<file path="src/rtl/proj_sorter_topk.sv">
// proj_sorter_topk: streaming bottom-K MinHash selector keeping the K smallest {sig, idx} keys in order
//   Ports: clk, rst_n (async active-low), clear (sync flush, highest priority)
//          in_valid/in_ready/in_signature/in_index/in_last : pair stream from the hasher
//          out_valid/out_ready                             : held handshake to the extender
//          out_smallest_idx/out_smallest_sig [0]=smallest  : retained table, unused slots sig='1 idx=0
//          out_count (valid entries), out_total (accepted pairs, saturating)
module proj_sorter_topk #(
    parameter int INDICES_COUNT = 4,
    parameter int INDICE_LEN    = 6,
    parameter int SIGNATURE_LEN = 32,
    parameter int CNT_LEN       = 16,
    parameter bit DEDUP_EN      = 1'b1
) (
    input  logic                                         clk,
    input  logic                                         rst_n,
    input  logic                                         clear,
    input  logic                                         in_valid,
    output logic                                         in_ready,
    input  logic [SIGNATURE_LEN-1:0]                     in_signature,
    input  logic [INDICE_LEN-1:0]                        in_index,
    input  logic                                         in_last,
    output logic                                         out_valid,
    input  logic                                         out_ready,
    output logic [INDICES_COUNT-1:0][INDICE_LEN-1:0]     out_smallest_idx,
    output logic [INDICES_COUNT-1:0][SIGNATURE_LEN-1:0]  out_smallest_sig,
    output logic [$clog2(INDICES_COUNT+1)-1:0]           out_count,
    output logic [CNT_LEN-1:0]                           out_total
);
    localparam int K  = INDICES_COUNT;
    localparam int CW = $clog2(K + 1);
    localparam logic [0:0] COLLECT = 1'b0;
    localparam logic [0:0] HOLD    = 1'b1;
    logic [0:0]                        state;
    logic [K-1:0][SIGNATURE_LEN-1:0]   sig_q, sig_sh, sig_d;
    logic [K-1:0][INDICE_LEN-1:0]      idx_q, idx_sh, idx_d;
    logic [CW-1:0]                     count_q;
    logic [CNT_LEN-1:0]                total_q;
    logic [K-1:0]                      gt, first;
    logic                              dup, accept, ins, flush;
    assign in_ready         = state == COLLECT;
    assign out_valid        = state == HOLD;
    assign out_smallest_idx = idx_q;
    assign out_smallest_sig = sig_q;
    assign out_count        = count_q;
    assign out_total        = total_q;
    assign accept = in_valid && in_ready && !clear;
    assign flush  = clear || (out_valid && out_ready);
    // gt[i]: slot i ranks after the new pair; invalid slots always do. The table
    // is sorted so gt is thermometer-shaped and first marks the insertion slot.
    always_comb begin
        dup = 1'b0;
        for (int i = 0; i < K; i++) begin
            gt[i] = i >= int'(count_q) || sig_q[i] > in_signature ||
                    (sig_q[i] == in_signature && idx_q[i] > in_index);
            dup = dup || (i < int'(count_q) && sig_q[i] == in_signature);
        end
        first  = gt & ~(gt << 1);
        sig_sh = sig_q << SIGNATURE_LEN;
        idx_sh = idx_q << INDICE_LEN;
        ins    = accept && gt[K-1] && !(DEDUP_EN && dup);
        for (int i = 0; i < K; i++) begin
            sig_d[i] = first[i] ? in_signature : gt[i] ? sig_sh[i] : sig_q[i];
            idx_d[i] = first[i] ? in_index : gt[i] ? idx_sh[i] : idx_q[i];
        end
    end
    always_ff @(posedge clk or negedge rst_n) begin
        if (!rst_n) begin
            state   <= COLLECT;
            sig_q   <= '1;
            idx_q   <= '0;
            count_q <= '0;
            total_q <= '0;
        end else if (flush) begin
            state   <= COLLECT;
            sig_q   <= '1;
            idx_q   <= '0;
            count_q <= '0;
            total_q <= '0;
        end else if (accept) begin
            if (ins) begin
                sig_q   <= sig_d;
                idx_q   <= idx_d;
                count_q <= count_q + CW'(count_q != CW'(K));
            end
            total_q <= total_q + CNT_LEN'(~&total_q);
            state   <= in_last ? HOLD : COLLECT;
        end
    end
endmodule

</file>
<file path="config.mk">
export PLATFORM = sky130hd
export DESIGN_NAME = proj_sorter_topk
export DESIGN_NICKNAME = d
export VERILOG_FILES = /design/src/rtl/proj_sorter_topk.sv
export SDC_FILE = /design/constraint.sdc
export NUM_CORES = 1
export LEC_CHECK = 0
export ABC_AREA = 0
export CAP_MARGIN = 40
export CORE_UTILIZATION = 40
export DETAILED_ROUTE_END_ITERATION = 8
export PLACE_DENSITY = 0.75
export SKIP_LAST_GASP = 1
export SYNTH_ARGS = -nofsm -noshare
export SYNTH_HDL_FRONTEND = slang
export SYNTH_SLANG_ARGS = --single-unit
export TNS_END_PERCENT = 50
</file>
<file path="constraint.sdc">
create_clock -name clk -period 3.1 [get_ports clk]
set_clock_uncertainty 0.1 [all_clocks]
set_input_delay 0.62 -clock clk [delete_from_list [all_inputs] [get_ports clk]]
set_output_delay 0.62 -clock clk [all_outputs]
set_load 0.01 [all_outputs]
</file>
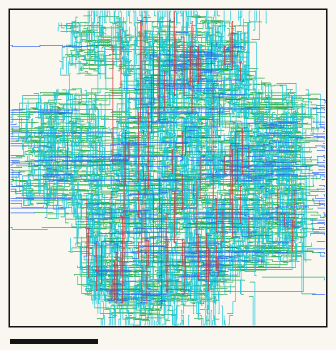
*Metal layers overlaid, run 1*
Scale bar: 50 µm.
green -> metal 1  # wire length 20.1 mm
cyan -> metal 2  # wire length 24.1 mm
red -> metal 4  # wire length 2420 µm
blue -> metal 3  # wire length 4710 µm
overall track demand over capacity in global routing: 30.8%
Vias: 13400
total wire length: 51400 µm
average routed wire per standard cell: 24.5 µm

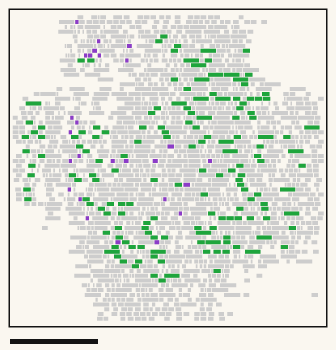
*Gate families picked out, run 1*
Scale bar: 50 µm.
green -> adder and majority cells  # cells 157
purple -> AND and OR gates  # cells 26

==> design notes, run 1 <==
In this run the layout overhead on the synthesized area is reported as 51.0%. The slowest stage of the critical path belongs to the cell a221oi_4. On the critical path the data arrives at 3.46 ns. The tightest min-delay check is of the primary input to asynchronous set/reset pin type.

Cell type with the highest aggregate area in the netlist: dfstp_2. The required time at the worst endpoint is listed as 3.36 ns. The count of buffers added on input and output ports is 216.

Category of the worst setup path capture point: a flip-flop. The clock tree synthesis step divided the H-tree into 4 levels. The die is 180 µm wide.

For this run, the final setup violation count is recorded as 72. Following the worst setup path forward leads to its endpoint at out_smallest_sig[17]. In the final layout, the fill cell count is 2307. The main flop type after synthesis was dfstp_2. Counting instances in the post-synthesis netlist gives the leading cell types as ha_1 (157), dfstp_2 (128), mux2i_1 (119). The transition time recorded at the tightest slew-check pin is 0.678 ns. The final antenna diode tally reported by the flow is 0.

Prior to clock tree synthesis, the placed netlist has a worst setup slack of -0.856 ns. The first global-routing pass estimated 78100 µm of wire. In this run the full chip footprint comes out at 32300 µm².

The design draws 6.65 mW. The share of async-settable or async-resettable flops after synthesis is 100%. The number of placed instances, taps included, is 2024.

The most crowded layer after global routing is met2. The startpoint of the most critical setup path is in_signature[13]. The max-capacitance violation count came out at 0. The run finished, with violations left.

With the number of DRC violations after detailed routing at 15, the number of antenna violations at the first check in global routing is 0. Per the skew report, the later register of the worst-skew pair sees a clock latency of 0.45 ns. Before any placement, the netlist area is recorded as 12600 µm². The number of cells reported by Yosys stat comes to 1314. Clock-pin transition on the worst setup and hold timing paths: 0.07 ns. The startpoint class of the critical path was a primary input. By area the synthesized netlist is led by dfstp_2 (27%), ha_1 (16%), mux2i_1 (9.4%), dfrtp_1 (8.7%), a31oi_1 (3.4%). The final reports fail on design-rule violations, negative setup slack. After its last routability iteration, the placer logged a weighted congestion of 0.924. The kind of critical path was primary input to flip-flop.

The post-layout worst setup margin was -0.109 ns; the final number of hold-violating endpoints was 0. The maximum achievable frequency was 0.312 GHz. The number of buffers added to fix hold violations after cts was 0; the number of clock sinks seen by CTS was 172.
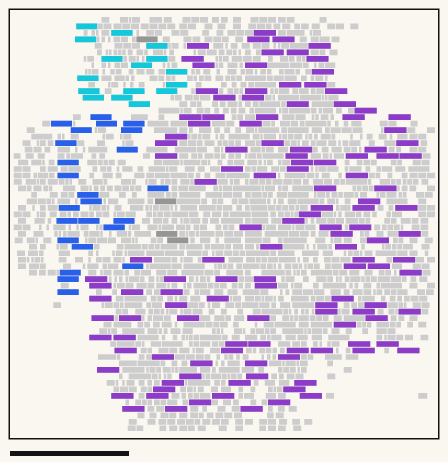
*Where the registers sit, run 1*
Scale bar: 50 µm. Other sequential cells in the stronger grey, the rest of the logic in the fainter grey.
cyan -> `out_total`  # placed flops 16, where top left
purple -> `out_smallest_sig`  # placed flops 128
blue -> `out_smallest_idx`  # placed flops 24, where left middle

run 1: registers in the layout, summed over array words and instances (netlist names):
signal / count
out_smallest_sig: 128
out_smallest_idx: 24
out_total: 16
out_count: 3
out_valid: 1
run 1: through the flow:
stage | setup TNS [ns] | instance area, µm² | utilization [%] | hold WS [ns]
3_5_place_dp | -117.29 | 16700 | 54.3 | 0.423
3_3_place_gp | -108.76 | 16700 | 54.3 | 0.415
2_1_floorplan | 0 | 12600 | - | 0.224
5_1_grt | -8.10 | 19000 | 61.8 | 0.151
6_report | -2.54 | 19000 | 61.8 | 0.119
4_1_cts | -0.00484 | 18500 | 60.1 | 0.124
run 1: cell families after synthesis:
group	synth area share (%)
buffers and inverters	5.27
AND-OR/OR-AND	19.7
flip-flops	35.4
multiplexers	9.44
adder cells (fa/ha/maj)	15.6
XOR/XNOR	0.764
AND/OR/NAND/NOR	13.9
run 1: worst reg2reg max path, stage by stage, from the launching register on:
cell	delay [ns]
dfstp_2	0.59
ha_1	0.27
a21oi_1	0.21
o21ai_0	0.17
a221oi_4	0.42
o22ai_2	0.18
o32ai_4	0.37
or3_4	0.27
buf_6	0.14
buf_16	0.13
mux2i_1	0.24
run 1: power breakdown:
part | total (mW) | switching, mW | internal, mW
Clock | 2.17 | 1.09 | 1.07
Combinational | 1.86 | 0.954 | 0.906
Sequential | 2.63 | 0.191 | 2.43
Total | 6.65 | 2.24 | 4.41
run 1: cells in the final DEF (no fill, tap or decap), types with 14 or more instances in the layout:
master           instances
o31ai_1                 32
nor2_1                  88
a211oi_1                22
buf_4                  178
nand3_1                 24
ha_4                    26
nand2_1                 53
dfstp_2                128
nand3b_1                31
a21o_1                  17
buf_12                  32
mux2i_1                111
a311oi_2                14
ha_1                   131
o21ai_0                 48
clkbuf_16               19
clkdlybuf4s50_1        181
dlygate4sd2_1           30
a211oi_2                21
nor2b_1                 15
inv_1                   33
buf_6                   21
inv_2                   26
a31oi_1                 56
nand4_1                 68
a21oi_1                 51
dfrtp_1                 44
run 1: final cells by class:
type                       count  area, µm²  share of cell area (%)
clock buffer                  17        425                    2.23
tap                          396        495                    2.60
multi-input combinational    982       8680                    45.6
clock inverter                15        148                   0.775
timing repair buffer         457       4590                    24.1
sequential                   172       4460                    23.4
inverter                      62        240                    1.26
run 1: metal layers:
| metal | up-vias | part of all wire, % | routed length [µm] |
|---|---|---|---|
| li1 | 5793 | - | - |
| met1 | 6606 | 39 | 20100 |
| met5 | - | 0 | 0 |
| met3 | 203 | 9.2 | 4710 |
| met4 | 0 | 4.7 | 2420 |
| met2 | 826 | 47 | 24100 |
run 1: how the worst min path moves through the flow:
| stage | from | end |
|---|---|---|
| after global placement | out_smallest_sig[78] | out_smallest_sig[110] |
| after floorplan | rst_n | out_count[0] |
| after global routing | rst_n | out_smallest_idx[0] |
| after CTS | rst_n | out_smallest_idx[15] |
| after detailed placement | out_smallest_sig[82] | out_smallest_sig[114] |
| final | rst_n | out_count[0] |
run 1: what timing repair did:
action / in CTS / in global routing
gates resized: 167 / 86
setup endpoints to repair: 155 / 154
setup buffers: 34 / 7
gates cloned: 10 / 2
pin swaps: 55 / 41
==> inputs of run 2 (changes only) <==
- CORE_UTILIZATION: 40 -> 55
- PLACE_DENSITY: 0.75 -> 0.94
==> design notes, run 2 <==
The Yosys step of the flow raised 0 warnings. The fraction of post-synthesis cell area in the top cell type by area was 26.7%; the worst slack at placement was -0.884 ns (-0.0284 ns). The count of cell types in the netlist is 62, and the floorplan net count is 1515.

Floorplan die width: 153 µm (-15%). CTS placed an instance of clkbuf_16 at the clock tree root. With the number of I/O pins at 217, the share of async-settable or async-resettable flops after synthesis is 100% (unchanged). The run gives 0.953 (+3.0%) as the global placement routability congestion. The run stopped with a tool error. Recorded from the global router log, the overflow total was 87. Counting every instance in the synthesized netlist gives 1314.

Ranked by total cell area, the synthesized netlist is headed by dfstp_2 (27%), ha_1 (16%), mux2i_1 (9.4%), dfrtp_1 (8.7%), a31oi_1 (3.4%). The worst endpoint after global-route timing repair is out_smallest_sig[93]$_DFFE_PN1P_/D. With the estimated wirelength of the detail-placed design at 34600 µm, the overall track demand over capacity in global routing is 83.5%.

The flow stopped in global routing (5_1_grt). Number of buffers added to fix hold violations after cts: 0 (unchanged). The post-synth register bit count is 172. Entering global routing, the biggest net connects 62 pins. The run gives 172 (unchanged) for the number of clock sinks seen by CTS.

Number of buffers inserted by port buffering: 216 (unchanged). The logs give 12600 µm² (unchanged) for the post-synthesis instance area and 10 for the number of antenna violations at the first check in global routing. The yosys-reported design area after synthesis was 12600 µm².

The count of standard-cell rows came out at 55. The tools report the sequential fraction of the synthesis area as 35.4%. The run gives 17 for the number of clock buffers inserted by TritonCTS. The synthesized design contains 0 enable-type register cells. Total cell area at the placement stage: 16600 µm² (-1.2%). CTS reports a maximum clock tree buffer depth of 2. Classification of the worst endpoint: a sequential cell input.

The commonest cells after synthesis are ha_1 (157), dfstp_2 (128), mux2i_1 (119). The commonest register cell is dfstp_2. The die is 153 µm tall. Cell with the most instances after synthesis: ha_1.

The tool reported: "[ERROR GRT-0232] Routing congestion too high. Check the congestion heatmap in the GUI". For the total placed cells including tap cells, the log shows 1902 (-6.0%). Total cells reported by yosys after synthesis: 1314 (unchanged).

The cell type with the highest aggregate area in the netlist was dfstp_2. The run gives 4 (unchanged) for the level count of the clock H-tree.
[run 2: cell counts after synthesis]
No cell type changed its count.
[run 2: cells by family after synthesis]
logic type / count (synthesis) / share of synthesized area (%)
flip-flops: 172 / 35.4
XOR/XNOR: 11 / 0.764
AND-OR/OR-AND: 361 / 19.7
adder cells (fa/ha/maj): 157 / 15.6
AND/OR/NAND/NOR: 334 / 13.9
multiplexers: 119 / 9.44
buffers and inverters: 160 / 5.27
[run 2: per-stage QoR]
stage,utilization [%],hold WS [ns]
after global placement,73.3,0.421
after CTS,81.2,0.0718
after floorplan,-,0.224
after detailed placement,73.3,0.422
[run 2: repair_timing]
| item | in CTS |
|---|---|
| resized | 175 |
| pin swaps | 56 |
| endpoints found under the hold margin | 0 |
| setup endpoints to repair | 155 |
| cloned | 10 |
| buffers inserted | 27 |
[run 2: metal layers]
layer | overflow | GRT usage [%]
met4 | 48 | 81.2
met1 | 2 | 83.0
met2 | 34 | 93.8
met5 | 0 | 49.5
met3 | 3 | 77.0
==> inputs of run 3 (changes only) <==
- CORE_UTILIZATION: 55 -> 40
- PLACE_DENSITY: 0.94 -> unset
- PLACE_DENSITY_LB_ADDON: unset -> 0.15
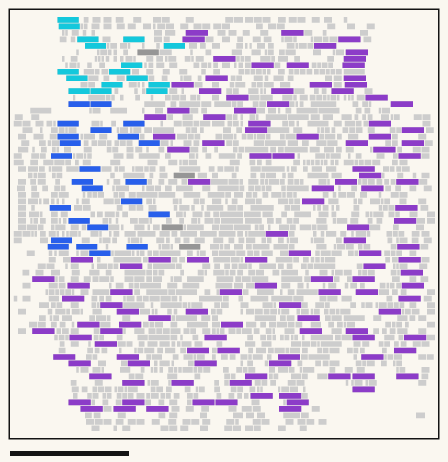
*Where the registers sit, run 3*
Scale bar: 50 µm. Other sequential cells in the stronger grey, the rest of the logic in the fainter grey.
cyan -> `out_total`  # placed flops 16, where top left
blue -> `out_smallest_idx`  # placed flops 24
purple -> `out_smallest_sig`  # placed flops 128, where widely spread

==> design notes, run 3 <==
Cell with the most instances after synthesis: ha_1. The run gives 0 as the number of antenna violations at the first check in global routing. The tools report the yosys-reported design area after synthesis as 12600 µm² (unchanged). The run finished, with violations left. Level count of the clock H-tree: 4 (unchanged).

After synthesis, the cell types taking the most area are dfstp_2 (27%), ha_1 (16%), mux2i_1 (9.4%), dfrtp_1 (8.7%), a31oi_1 (3.4%). Recorded from the global router log, the overflow total was 0. The cell type with the highest aggregate area in the netlist was dfstp_2. For the number of clock sinks seen by CTS, the log shows 172 (unchanged). The checks that failed: design-rule violations.

The share of async-settable or async-resettable flops after synthesis was 100% (unchanged); the number of buffers added to fix hold violations after cts was 0 (unchanged). The floorplan net count is 1515 (unchanged), and the yosys warning tally is 0 (unchanged). The synthesized instance count was 1314 (unchanged). Entering global routing, the biggest net connects 63 pins. For the estimated wirelength of the detail-placed design, the log shows 33800 µm (-2.5%). The run gives 12600 µm² (unchanged) as the post-synthesis instance area.

The vertical die dimension was 180 µm (+17%); the number of buffers inserted by port buffering was 216 (unchanged). For the count of standard-cell rows, the log shows 64 (+16%). The number of flip-flops and latches in the synthesized netlist was 172 (unchanged); the total cells reported by yosys after synthesis was 1314 (unchanged). The tools report the count of cell types in the netlist as 62 (unchanged).

The tools report the number of I/O pins as 217 (unchanged). The maximum count of clock buffers along a single path is 2 (unchanged). The fraction of post-synthesis cell area in the top cell type by area came out at 26.7% (unchanged).

The tools report the number of DRC violations after detailed routing as 13.
## run 3: cell counts after synthesis
Identical to the previous run, type by type.
## run 3: path summary, 6_finish.rpt
path / startpoint / end / slack (ns)
worst max-delay path: in_index[5] / out_smallest_idx[14] / 0.05
worst min-delay path: in_signature[23] / out_smallest_sig[87] / 0.37
worst max register to register: out_smallest_sig[97] / out_smallest_sig[24] / 0.06
worst min register to register: out_smallest_sig[69] / out_smallest_sig[101] / 0.43
max in group asynchronous: rst_n / out_smallest_sig[62] / 1.95
min in group asynchronous: rst_n / out_smallest_sig[12] / 0.45
## run 3: layout make-up
type	instances	share of cell area, %
repair buffers	455	24.4
flip-flops and latches	172	24.3
multi-input cells	982	44.2
inverters	62	1.27
clock buffers	18	2.34
clock inverters	14	0.791
well taps	396	2.70
## run 3: cells by family after synthesis
family / synth area share, %
AND-OR/OR-AND: 19.7
AND/OR/NAND/NOR: 13.9
flip-flops: 35.4
XOR/XNOR: 0.764
adder cells (fa/ha/maj): 15.6
multiplexers: 9.44
buffers and inverters: 5.27
## run 3: critical path, stage by stage
cell             delay, ns
clkdlybuf4s50_1       0.48
inv_1                 0.06
ha_1                  0.28
a21boi_0              0.13
o32a_1                0.44
or3_4                 0.46
a2bb2oi_4             0.28
nor3_4                0.06
buf_4                 0.15
buf_12                0.15
mux2i_2               0.15
## run 3: repair_timing
action	4_1_cts	5_1_grt
setup endpoints to repair	155	153
cloned	6	2
resized	120	61
buffers inserted	22	9
pin swaps	27	33
## run 3: power by group
part	leakage (nW)	total (mW)	switching, mW	internal, mW
sequential	1.95	2.61	0.176	2.43
clock	0.276	2.24	1.09	1.14
combinational	5.60	1.76	0.889	0.873
## run 3: per-layer routing
layer / global-route usage (%) / wire length [µm]
met5: 0 / 0
met4: 9.55 / 1300
met3: 6.02 / 3500
met2: 46.7 / 22200
met1: 40.2 / 21200
## run 3: stage by stage
| stage | cell area [µm²] | setup TNS, ns | utilization (%) | cells |
|---|---|---|---|---|
| after floorplan | 12600 | 0 | - | 1314 |
| after global placement | 16800 | -115.12 | 54.5 | 2031 |
| after detailed placement | 16800 | -113.34 | 54.5 | 2031 |
| after CTS | 18100 | -0.471 | 58.6 | 2090 |
| after global routing | 18400 | -0.145 | 59.5 | 2099 |
| final | 18400 | 0 | 59.5 | 2099 |
No activity file was given, so power comes from the tool's default toggle rates.
